### config.mk
export PLATFORM = sky130hd
export DESIGN_NAME = decode_unpack
export DESIGN_NICKNAME = d
export VERILOG_FILES = /design/src/rtl/decode_pkg.sv /design/src/rtl/decode_bitbuf.sv /design/src/rtl/decode_unpack.sv
export SDC_FILE = /design/constraint.sdc
export NUM_CORES = 1
export LEC_CHECK = 0
export CAP_MARGIN = 20
export CORE_MARGIN = 3
export CORE_UTILIZATION = 35
export DETAILED_ROUTE_END_ITERATION = 8
export GPL_TIMING_DRIVEN = 0
export PLACE_DENSITY_LB_ADDON = 0.15
export SLEW_MARGIN = 20
export SYNTH_ARGS = -nofsm -noshare
export SYNTH_HDL_FRONTEND = slang
export SYNTH_SLANG_ARGS = --single-unit
export TNS_END_PERCENT = 10
### constraint.sdc
create_clock -name clk_i -period 8.4 [get_ports clk_i]
set_clock_uncertainty 0.2 [all_clocks]
set_input_delay 1.68 -clock clk_i [delete_from_list [all_inputs] [get_ports clk_i]]
set_output_delay 1.68 -clock clk_i [all_outputs]
set_load 0.1 [all_outputs]
### src/rtl/decode_pkg.sv
// Shared constants for the decode path: unpacker geometry and the END code
// that decode_ctl stops on.
package decode_pkg;

  localparam int IN_W  = 32;
  localparam int OUT_W = 13;
  localparam int BUF_W = 64;
  localparam int CNT_W = 7;

  localparam logic [8:0] END_CODE = 9'b1_1000_0000;

  // Widths outside 1..OUT_W are protocol errors and never shift the buffer.
  function automatic logic width_legal(input logic [3:0] w);
    return (w != 4'd0) && (w <= 4'(OUT_W));
  endfunction

endpackage

### src/rtl/decode_bitbuf.sv
// MSB-aligned bit buffer: shift out sh bits, then insert a word at the
// remaining fill level. Bits below the valid count are always zero.
module decode_bitbuf
  import decode_pkg::*;
(
  input  logic             clk_i,
  input  logic             clr_i,
  input  logic [3:0]       sh_i,
  input  logic             load_i,
  input  logic [IN_W-1:0]  word_i,
  output logic [OUT_W-1:0] top_o,
  output logic [CNT_W-1:0] cnt_o
);

  logic [BUF_W-1:0] bits_q, bits_d, bits_s;
  logic [CNT_W-1:0] cnt_q, cnt_d, cnt_s;

  always_comb begin
    bits_s = bits_q << sh_i;
    cnt_s  = cnt_q - CNT_W'(sh_i);
    bits_d = bits_s;
    cnt_d  = cnt_s;
    if (load_i) begin
      // Shift happens before insert, so a same-cycle word lands at cnt_s.
      bits_d = bits_s | ({word_i, {IN_W{1'b0}}} >> cnt_s);
      cnt_d  = cnt_s + CNT_W'(IN_W);
    end
  end

  always_ff @(posedge clk_i) begin
    if (clr_i) begin
      bits_q <= '0;
      cnt_q  <= '0;
    end else begin
      bits_q <= bits_d;
      cnt_q  <= cnt_d;
    end
  end

  assign top_o = bits_q[BUF_W-1 -: OUT_W];
  assign cnt_o = cnt_q;

endmodule

### src/rtl/decode_unpack.sv
// Bit-stream unpacker: 32-bit words in, 13-bit peek window out, variable-width consume.
// Define DECODE_UNPACK_BITCNT_EN to add the saturating bit_cnt_o consumed-bits counter.
module decode_unpack
  import decode_pkg::*;
(
  input  logic             clk_i,
  input  logic             rst_i,
  input  logic             flush_i,
  input  logic [IN_W-1:0]  in_data_i,
  input  logic             in_valid_i,
  input  logic             in_last_i,
  output logic             in_ready_o,
  output logic [OUT_W-1:0] stream_data_o,
  output logic             stream_valid_o,
  input  logic [3:0]       stream_width_i,
  input  logic             stream_ack_i,
  output logic             drained_o,
`ifdef DECODE_UNPACK_BITCNT_EN
  output logic [31:0]      bit_cnt_o,
`endif
  output logic             err_o
);

  logic             clr;
  logic [CNT_W-1:0] cnt;
  logic [3:0]       sh;
  logic             accept;
  logic             last_q, last_d;
  logic             err_q, err_d;

  assign clr = rst_i | flush_i;

  decode_bitbuf u_bitbuf (
    .clk_i  (clk_i),
    .clr_i  (clr),
    .sh_i   (sh),
    .load_i (accept),
    .word_i (in_data_i),
    .top_o  (stream_data_o),
    .cnt_o  (cnt)
  );

  assign stream_valid_o = (cnt >= CNT_W'(OUT_W)) | (last_q & (cnt != '0));
  // Registered cnt only: worst case cnt=32 plus a word without any ack stays <= 64.
  assign in_ready_o     = ~rst_i & ~flush_i & ~last_q & (cnt <= CNT_W'(IN_W));
  assign accept         = in_valid_i & in_ready_o;
  assign drained_o      = last_q & (cnt == '0);
  assign err_o          = err_q;

  always_comb begin
    sh     = 4'd0;
    err_d  = err_q;
    last_d = last_q;
    if (stream_ack_i) begin
      if (!stream_valid_o || !width_legal(stream_width_i)) begin
        err_d = 1'b1;
      end else if (CNT_W'(stream_width_i) > cnt) begin
        // Over-consume in the tail: drain what is left and flag it.
        sh    = cnt[3:0];
        err_d = 1'b1;
      end else begin
        sh = stream_width_i;
      end
    end
    if (accept && in_last_i) last_d = 1'b1;
  end

  always_ff @(posedge clk_i) begin
    if (clr) begin
      last_q <= 1'b0;
      err_q  <= 1'b0;
    end else begin
      last_q <= last_d;
      err_q  <= err_d;
    end
  end

`ifdef DECODE_UNPACK_BITCNT_EN
  logic [31:0] bc_q;
  logic [32:0] bc_sum;

  assign bc_sum    = {1'b0, bc_q} + 33'(sh);
  assign bit_cnt_o = bc_q;

  always_ff @(posedge clk_i) begin
    if (clr)            bc_q <= '0;
    else if (bc_sum[32]) bc_q <= '1;
    else                 bc_q <= bc_sum[31:0];
  end
`endif

endmodule

### Nets reached from selected ports, run 1

Drawn at 2 px/um.
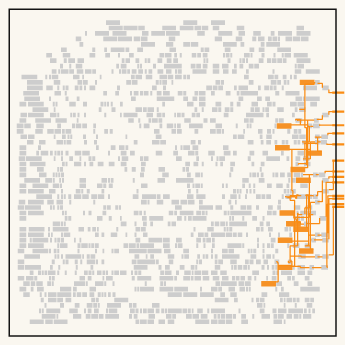
Orange marks `stream_data_o`, bits 13, direction output, edge east, end cells 13, buffers 26, wire 695 um.
I/O pins: 59
number of I/O port buffers: 58

### Selected gate families, run 1

Drawn at 3 px/um.
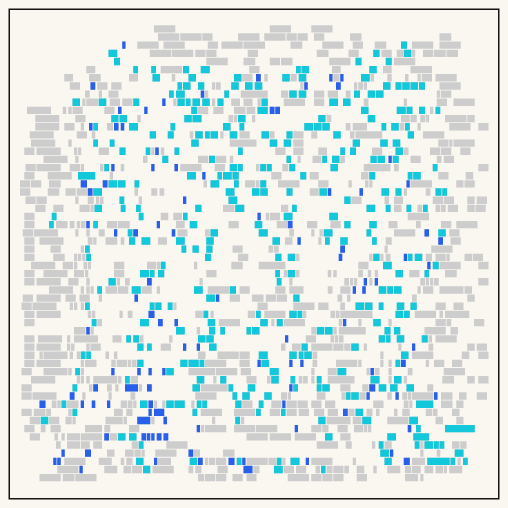
Cyan marks aoi and oai cells, cells 340. Blue marks nor cells, cells 111, where all over the die.
combinational share of cell area: 0.659
most frequently placed logic cell in the final layout: nand2_1
post-route non-filler standard cell count: 1495

### Clock wiring as the flow saved it, run 1

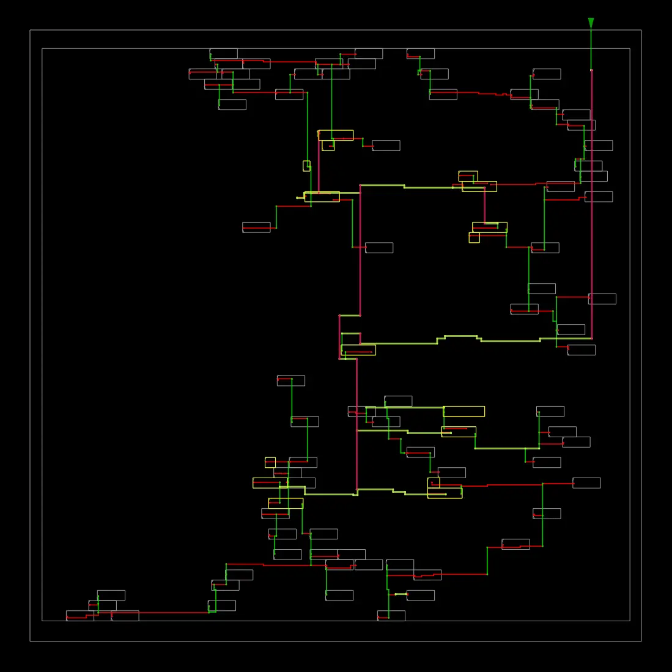
flop count: 73
tally of clock buffers in the finished layout: 10

## run 1: per-stage QoR
step                       util  instances  worst slack [ns]  TNS [ns]  cell area [um^2]
after detailed placement  0.403       1477            -0.810    -12.56              9610
final                     0.419       1495             0.166         0              9970
after global placement    0.402       1475             -1.08    -18.30              9570
after CTS                 0.416       1492            0.0165         0              9920
after floorplan               -       1098              2.02         0              8590
after global routing      0.418       1493           0.00720         0              9970
## run 1: power by group through the flow
| stage | Clock, mW | Sequential (mW) | Combinational, mW |
|---|---|---|---|
| 4_1_cts | 0.414 | 0.385 | 1.22 |
| 3_5_place_dp | 0 | 0.393 | 1.21 |
| 5_1_grt | 0.431 | 0.389 | 1.32 |
| 6_report | 0.420 | 0.387 | 1.27 |
| 2_1_floorplan | 0 | 0.387 | 0.745 |
| 3_3_place_gp | 0 | 0.393 | 1.22 |
## run 1: cell families (layout without fill, tap and decap cells)
family,Yosys count,count (layout)
AND-OR/OR-AND,389,389
XOR/XNOR,4,4
adder cells (fa/ha/maj),10,10
buffers and inverters,121,197
flip-flops,73,73
multiplexers,174,174
other,0,2
AND/OR/NAND/NOR,327,327
## run 1: state kept, by name, indices dropped and copies added, names as in the netlist
name and flops:
err_o 1, last_q 1, u_bitbuf.bits_q 64, u_bitbuf.cnt_o 7
## run 1: final timing paths
check / slack (ns) / depth (start not counted) / to / start
worst min register to register: 0.29 / 2 / err_o$_SDFFE_PP0P_ / err_o$_SDFFE_PP0P_
worst min-delay path: 0.29 / 2 / err_o$_SDFFE_PP0P_ / err_o$_SDFFE_PP0P_
worst max register to register: 1.30 / 20 / u_bitbuf.bits_q[43]$_SDFF_PP0_ / u_bitbuf.cnt_o[1]$_SDFF_PP0_
worst max-delay path: 0.17 / 20 / u_bitbuf.bits_q[43]$_SDFF_PP0_ / stream_width_i[1]
## run 1: final cells by class
type                    instances  area share
multi-input cells             904       0.659
flip-flops and latches         73       0.147
repair buffers                 62      0.0612
plain buffers                 100      0.0538
well taps                     319      0.0400
clock buffers                  10      0.0240
inverters                      19     0.00791
clock inverters                 6     0.00678
diodes                          2    0.000502
## run 1: metal layers
metal	track usage	share of wire	routed length, um
met1	0.467	0.38	19400
met2	0.592	0.43	22100
met3	0.0972	0.11	5490
met4	0.245	0.079	4010
met5	0	0.00023	12
## run 1: cell usage in the layout, fill, tap and decap left out, types with 6 or more instances in the layout
cell type	count
a211o_1	6
a211oi_1	32
a21oi_1	64
a221oi_1	11
a22o_1	8
a22oi_1	55
a2bb2oi_1	9
a31oi_1	33
and2_1	7
and3_1	10
buf_2	22
buf_4	19
buf_6	7
clkbuf_1	43
clkbuf_16	9
clkbuf_2	7
clkdlybuf4s50_1	58
dfxtp_1	73
ha_1	9
inv_1	16
mux2_2	22
mux2i_1	121
mux4_2	30
nand2_1	132
nand3_1	41
nor2_1	73
nor3_1	27
o211ai_1	25
o21a_1	9
o21ai_0	36
o22ai_1	31
or2_2	6
or3_1	8
## run 1: timing repair
action                                  in CTS  in global routing
gates resized                                3                 20
pin swaps                                    0                  1
setup buffers                                0                  2
endpoints found under the setup margin      14                 30
==> summary.txt, run 1 <==
Physical implementation.

- The total die size is between 0.02 and 0.03 mm^2.
- According to the floorplan report, the placeable core area is roughly 0.024 mm^2.
- After the last flow step, the layout net total stands at 1221.
- Once detail routing completed, the nets flagged for antenna violations numbered 0.
- For reference, the top cells by area after synthesis are dfxtp_1, mux2i_1, mux4_2.
- The count of standard-cell rows is between 50 and 60.
- The worst setup path category is in2reg.
- The cell-mix breakdown from Yosys lists the adder-cell area share as 0.0154.
- The power report attributes to the combinational group a share of 0.612.
- Of the total power, the clock network draws 0.202.
- The number of antenna violations at the first check in global routing is 2.
- The share of synthesized area spent on multiplexers is 0.250.
- The internal power consumption is 982 uW.
- The number of buffers created by CTS is 9.
- The arrival time of the worst setup path is 8.26 ns.
- The layout report lists the multi-input gate area as 0.00657 mm^2.
- Per the synth stats, the proportion of register bits with asynchronous set or reset is 0.
- The clock tree from TritonCTS is yes.
- In this run the clock root is driven by a clkbuf_16.
- Overall power consumption after layout is estimated at 2.08 mW.
- The power dissipated by switching net loads is roughly 1.1 mW.
- The actual slew at the worst max-slew pin is 1.24 ns.
- The wire length of the first global-routing pass is roughly 73 mm.
- Per the synthesis report, the simple-gate share of the synthesized area is 0.170.
- The most frequent cell on the critical path is buf_2.
- The flow ran to the end, and the final reports show no timing, DRC or antenna violations.
- The source-to-sink clock delay at the later pin of the worst-skew pair is roughly 0.36 ns.
- RePlAce ended its routability-driven mode at a weighted congestion of 1.07.
- The clock passes through at most 2 buffers.
- In the final report, the number of endpoints failing setup comes to 0.
- The clock input transition at the sequential cells of the worst setup and hold paths is 0.07 ns.
- The maximum frequency from static timing analysis is 121 MHz.
- The main logic family after synthesis is AND-OR/OR-AND gates.
- The number of max-slew violations in the final report is 0.
- The synthesized netlist was found by Yosys to have 1098 cells.
- The via density per instance is 6.95.
- TritonRoute reported its final design rule violation total as 0.
- Synthesis produced a netlist with a net count of 1150.
- The reported max-cap violation count is 0.
- The share of synthesized area in the top cell type comes to 0.170.
- The netlist uses 79 different library cells.
- The H-tree was split into 3 levels.
- The post-synthesis chip area from yosys is ~0.0086 mm^2.
- Yosys printed 0 warnings.
- The synthesized design contains 0 enable-type register cells.
- The report lists the cells along the critical path as clkdlybuf4s50_1 -> ha_1 -> nor2b_1 -> o31ai_4 -> a2111oi_0 -> o21a_1 -> buf_4 -> inv_2 -> buf_2 -> buf_2 -> buf_2 -> ha_1 -> xnor2_1 -> clkbuf_1 -> mux2i_1 -> mux2i_1 -> a22oi_1 -> nor2_1 -> a211oi_1 -> a31oi_1.
- The endpoint class of the critical path is a flip-flop.
- Entering global routing, the biggest net connects 20 pins.
- The slowest cell on the critical path is xnor2_1.
- The total of flip-flops plus latches after synthesis is 73.
- The number of buffers and inverters on the critical path is 7.
- Among all stages on the critical path, the maximum delay recorded is 0.52 ns.
- The wire length per cell is 34.2 um.
- The required time at the worst-slack endpoint is 8.42 ns.
- The sequential area share after synthesis is 0.170.
- The normalized max-slew margin is 0.175.
- The worst setup path is launched from an input pin.
- The average instance area after synthesis is 7.83 um^2.
- For this run the detailed placement stage logged an HPWL of 40.4 mm.
- The number of global-route vias before repair came to ~10000.
- The xor-xnor portion of the synthesized cell area is 0.00408.
- Warnings raised by the tools during the run amount to 27.
- The minimum clock period is slightly above 8 ns.
- Per the final layout report, the fraction of cells sized above drive strength 1 comes to 0.130.
- The synthesis report names the predominant flop master as dfxtp_1.
- Yosys reports that the most numerous cell types are nand2_1, mux2i_1, nor2_1, dfxtp_1, a21oi_1.
- The count of clock tree sinks is 73.
- The power per standard cell area is 209 mW/mm^2.
- Hold-check failures listed in the final report amount to 0.
- The classification of the worst-slack hold path is reg2reg.
- Of all nets on the critical path, the largest fanout is 10.
- The leakage power in the latest report is 3.57 nW.
- The switching power share of the total is 0.528.
- Among all cell types in the netlist, the one instantiated most often is nand2_1.
- The die outline width is 163 um.
- Registers take between 0.001 and 0.0015 mm^2.
- The global routing report lists combined usage of all routing layers as 0.380.
- The area overhead of the layout relative to synthesis is 16.0%.
- The cell type with the largest total area after synthesis is dfxtp_1.
- Post-route period utilization is reported as 0.980.
- Summing every instance area after synthesis gives 0.00859 mm^2.
- The cts-stage hold buffer count is 0.
- The floorplan step records an initial core utilization of 0.361.
- Of the total synthesized cell area, the portion taken by AND-OR and OR-AND cells is 0.319.
- In the synthesized netlist, the number of instances is roughly 1100.
- In the log, the iteration count for the first detailed-route pass is 6.
- The filler cell count in the final layout is roughly 2500.
- The largest delay contributor family on the critical path is buffers and inverters.
- The via total after detailed routing is ~10000.
- Setup repair after global routing left no endpoint under its margin.
- Hold timing on the final database bottoms out at a slack of slightly below 0.3 ns.
- The peak supply drop is ~0.08 mV.
- The total wirelength of the detailed-routed design is roughly 51 mm.
- Global routing finished with a remaining overflow of 0.
- The vertical die dimension reported for this design is about 160 um.
- The sequential group share of total power is 0.186.
- The violation tally from detailed-route iteration zero is 1590.
==> run 1 -> run 2 <==
Settings changed: MAX_ROUTING_LAYER from default to met4, REMOVE_ABC_BUFFERS from default to 1.
### Nets reached from selected ports, run 2

Drawn at 2 px/um.
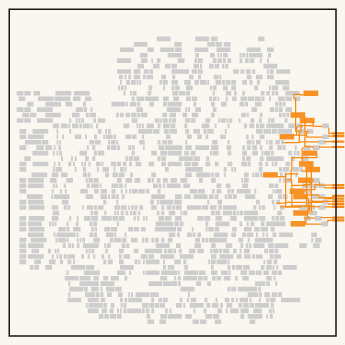

==> run 2 against run 1 <==
  * Power decreased by 5.7%
  * Largest power group unchanged
  * First-iteration DRC count shrank 15%
  * Die size did not move
  * Worst setup slack improved by 0.15 ns
  * Register-to-register slack better by 0.23 ns
  * Flip-flop count unchanged
  * Global-route usage decreased by 9.6 points
  * Fmax rose by 1.9%
  * Clock-buffer cell count down 1
==> summary.txt, run 2 <==
Physical implementation.

- The filler cell count in the final layout came to 2526 (was 2537).
- The setup-violating endpoint count in the final report is 0 (unchanged).
- The normalized max-slew margin is 0.159 (was 0.175).
- The number of cell instances on the worst register-to-register path was 16 (was 20).
- The maximum number of pins on one net before global-route repair is 71 (was 20).
- The reg2reg setup slack is 1.53 ns (was 1.30 ns).
- The total track usage was 0.284 (was 0.380).
- The area overhead of the layout relative to synthesis is 13.1% (was 16.0%).
- The peak supply drop came to 0.0902 mV (was 0.0782 mV).
- The top layer reached by signal wires is met4 (was met5).
- The total of flip-flops plus latches after synthesis was 73 (unchanged).
- The endpoint class of the critical path is a flip-flop (unchanged).
- The wire length per cell came to 26.5 um (was 34.2 um).
- The source-to-sink clock delay at the later pin of the worst-skew pair came to 0.36 ns (about the same).
- The wire length of the first global-routing pass is 56.3 mm (was 73.0 mm).
- The total leakage power is 3.40 nW (was 3.57 nW).
- The number of global-route vias before repair is 8964 (was 10100).
- The placed cell count is 1389 (was 1477).
- The placed wire-length estimate was 27.5 mm (was 40.4 mm).
- The cell type with the largest total area after synthesis is dfxtp_1 (unchanged).
- The power after layout came to 1.96 mW (was 2.08 mW).
- The launching point of the worst reg2reg path is u_bitbuf.cnt_o[1]$_SDFF_PP0_ (unchanged).
- The area of all placed cells without fillers is 0.00972 mm^2 (was 0.00997 mm^2).
- The antenna violation net count after detailed routing is 0 (unchanged).
- The required time at the worst-slack endpoint is 8.43 ns (was 8.42 ns).
- The final-report hold violation count is 0 (unchanged).
- The clock tree from TritonCTS is yes (unchanged).
- The detailed-route wire length on metal 1 is 15.9 mm (was 19.4 mm).
- The number of synthesized flops with an enable pin was 0 (unchanged).
- The arrival time of the worst setup path was 8.12 ns (was 8.26 ns).
- The cts-stage hold buffer count was 0 (unchanged).
- The worst reg2reg path endpoint is u_bitbuf.bits_q[4]$_SDFF_PP0_ (was u_bitbuf.bits_q[43]$_SDFF_PP0_).
- The starting utilization of the core area is 0.361 (unchanged).
- Cells taking the most area after synthesis: dfxtp_1, mux2i_1, mux4_2 (unchanged).
- The post-synthesis chip area from yosys was 0.00859 mm^2 (unchanged).
- The total die size is 0.0265 mm^2 (unchanged).
- The total number of nets in the final design is 1133 (was 1221).
- The share of the clock period used by the worst path after layout is 0.962 (was 0.980).
- The classification of the worst-slack hold path is reg2reg (unchanged).
- The count of clock tree sinks came to 73 (unchanged).
- The quantity of I/O buffers inserted on ports is 58 (unchanged).
- The wire length on met3 is 4.32 mm (was 5.49 mm).
- The worst setup path category is in2reg (unchanged).
- The number of diodes was 0 (was 2).
- The final cell count without fillers is 1405 (was 1495).
- The number of max-slew violations in the final report is 0 (unchanged).
- The area fraction in compound gates came to 0.319 (unchanged).
- The clock input transition at the sequential cells of the worst setup and hold paths is 0.07 ns (about the same).
- The H-tree depth reported by CTS is 3 (unchanged).
- The yosys stat cell total was 1098 (unchanged).
- The violation tally from detailed-route iteration zero is 1346 (was 1590).
- The maximum frequency from static timing analysis was 124 MHz (was 121 MHz).
- The main logic family after synthesis is AND-OR/OR-AND gates (unchanged).
- The count of mapped cells out of synthesis is 1098 (unchanged).
- The xor-xnor portion of the synthesized cell area is 0.00408 (unchanged).
- The number of distinct library cells after synthesis is 79 (unchanged).
- The minimum clock period is 8.08 ns (was 8.23 ns).
- The I/O pin count was 59 (unchanged).
- Unrepaired setup endpoints after global routing: false (unchanged).
- The total wirelength of the detailed-routed design is 37.3 mm (was 51.1 mm).
- The power per standard cell area is 202 mW/mm^2 (was 209 mW/mm^2).
- Ranking of synthesized cells by instance count: nand2_1, mux2i_1, nor2_1, dfxtp_1, a21oi_1 (unchanged).
- The sequential area share after synthesis is 0.170 (unchanged).
- The number of iterations in the first detailed-routing pass is 8 (was 6).
- The count of standard-cell rows is 56 (unchanged).
- The weighted congestion reported at the end of routability-driven placement came to 1.01 (was 1.07).
- The top fanout value on the critical path came to 63 (was 10).
- The most used flip-flop cell after synthesis is dfxtp_1 (unchanged).
- The netlist area before placement is 0.00859 mm^2 (unchanged).
- The worst hold path stage count is 2 (unchanged).
- The top register by number of flip-flops is u_bitbuf.bits_q (unchanged).
- The root buffer selected by CTS was clkbuf_16 (unchanged).
- The most common cell after layout, fill and taps aside was nand2_1 (unchanged).
- The clock tree buffer depth is 2 (unchanged).
- The stage-log warning count was 26 (was 27).
- The remaining global-route overflow is 0 (unchanged).
- The total length of routed met2 wires was 15.6 mm (was 22.1 mm).
- The async set-reset flop share out of synthesis came to 0 (unchanged).
- The die outline width came to 163 um (unchanged).
- The share of synthesized area spent on multiplexers is 0.250 (unchanged).
- The post-synthesis share of cell area spent on full adders, half adders and majority gates was 0.0154 (unchanged).
- The core footprint is 0.0238 mm^2 (unchanged).
- The instance area after placement is 0.00942 mm^2 (was 0.00961 mm^2).
- The via total after detailed routing was 9558 (was 10400).
- The actual slew at the worst max-slew pin is 1.26 ns (was 1.24 ns).
- The total of warnings raised by yosys is 0 (unchanged).
- The most frequent cell after synthesis is nand2_1 (unchanged).
- The average instance area after synthesis is 7.83 um^2 (unchanged).
- The number of antenna violations at the first check in global routing is 0 (was 2).
- The DRC violations left is 0 (unchanged).
- The post-CTS resize count came to 0 (was 3).
- Status: finished, final reports clean (unchanged).
- The number of buffers created by CTS is 9 (unchanged).
- The post-CTS setup-driven buffer insertion count was 0 (unchanged).
- The type of element launching the critical path is an input pin (unchanged).
- The launch instance of the worst min-delay path is err_o$_SDFFE_PP0P_ (unchanged).
- The fraction of post-synthesis cell area in the top cell type by area is 0.170 (unchanged).
- The simple-gate portion of the synthesized area is 0.170 (unchanged).
- The die height is 163 um (unchanged).
- The share of layout cells above drive strength 1 is 0.114 (was 0.130).
- The worst min-delay path endpoint is err_o$_SDFFE_PP0P_ (unchanged).
- The flip-flop count of the largest register, all copies and words added came to 64 (unchanged).
-- run 2: metal layers --
layer | vias to the layer above | track usage
met1 | 4575 | 0.391
met3 | 104 | 0.0669
met2 | 641 | 0.399
li1 | 4238 | -
met5 | - | -
met4 | 0 | 0.116
-- run 2: layout make-up --
cell class / count / area (um^2) / area share
inverters: 19 / 81.3 / 0.00837
repair buffers: 74 / 867 / 0.0892
flip-flops and latches: 73 / 1460 / 0.150
well taps: 319 / 399 / 0.0411
multi-input cells: 904 / 6610 / 0.681
clock inverters: 7 / 70.1 / 0.00721
clock buffers: 9 / 225 / 0.0232
-- run 2: where the power goes --
| part | switching [mW] | internal (mW) |
|---|---|---|
| registers | 0.0200 | 0.366 |
| logic | 0.793 | 0.380 |
| clock network | 0.175 | 0.230 |
| total | 0.987 | 0.976 |
-- run 2: kinds of logic (layout without fill, tap and decap cells) --
| family | count (synthesis) | after routing |
|---|---|---|
| muxes | 174 | 174 |
| and+or+nand+nor | 327 | 327 |
| buffers and inverters | 121 | 109 |
| DFF | 73 | 73 |
| xor gates and xnor gates | 4 | 4 |
| AOI/OAI and AO/OA | 389 | 389 |
| adders and majority gates | 10 | 10 |
-- run 2: worst max-delay path, stage by stage --
cell	delay, ns
clkdlybuf4s50_1	0.51
ha_1	0.35
nor2b_1	0.26
o31ai_4	0.14
a2111oi_4	0.84
o21ai_4	0.38
inv_8	0.53
ha_2	0.51
buf_12	0.26
mux2_2	0.36
mux2_2	0.30
and2_1	0.21
o21ai_0	0.71
o21ai_0	0.52
a22oi_1	0.38
o21ai_0	0.14
-- run 2: worst max path at each step --
stage / from / end / cells past startpoint
2_1_floorplan: stream_width_i[1] / u_bitbuf.bits_q[3]$_SDFF_PP0_ / 14
3_3_place_gp: stream_width_i[1] / u_bitbuf.bits_q[3]$_SDFF_PP0_ / 15
4_1_cts: stream_width_i[1] / u_bitbuf.bits_q[14]$_SDFF_PP0_ / 18
3_5_place_dp: stream_width_i[1] / u_bitbuf.bits_q[14]$_SDFF_PP0_ / 18
6_report: stream_width_i[1] / u_bitbuf.bits_q[4]$_SDFF_PP0_ / 16
5_1_grt: stream_width_i[1] / u_bitbuf.bits_q[4]$_SDFF_PP0_ / 16
-- run 2: stage by stage --
step | hold WS (ns) | TNS, ns | worst slack [ns]
floorplan | 0.306 | -11.48 | -0.565
global placement | 0.254 | -233.14 | -4.42
detailed placement | 0.261 | 0 | 0.113
CTS | 0.277 | 0 | 0.492
global route | 0.330 | 0 | 0.0771
finish | 0.268 | 0 | 0.316
Power and IR drop assume default switching activity.
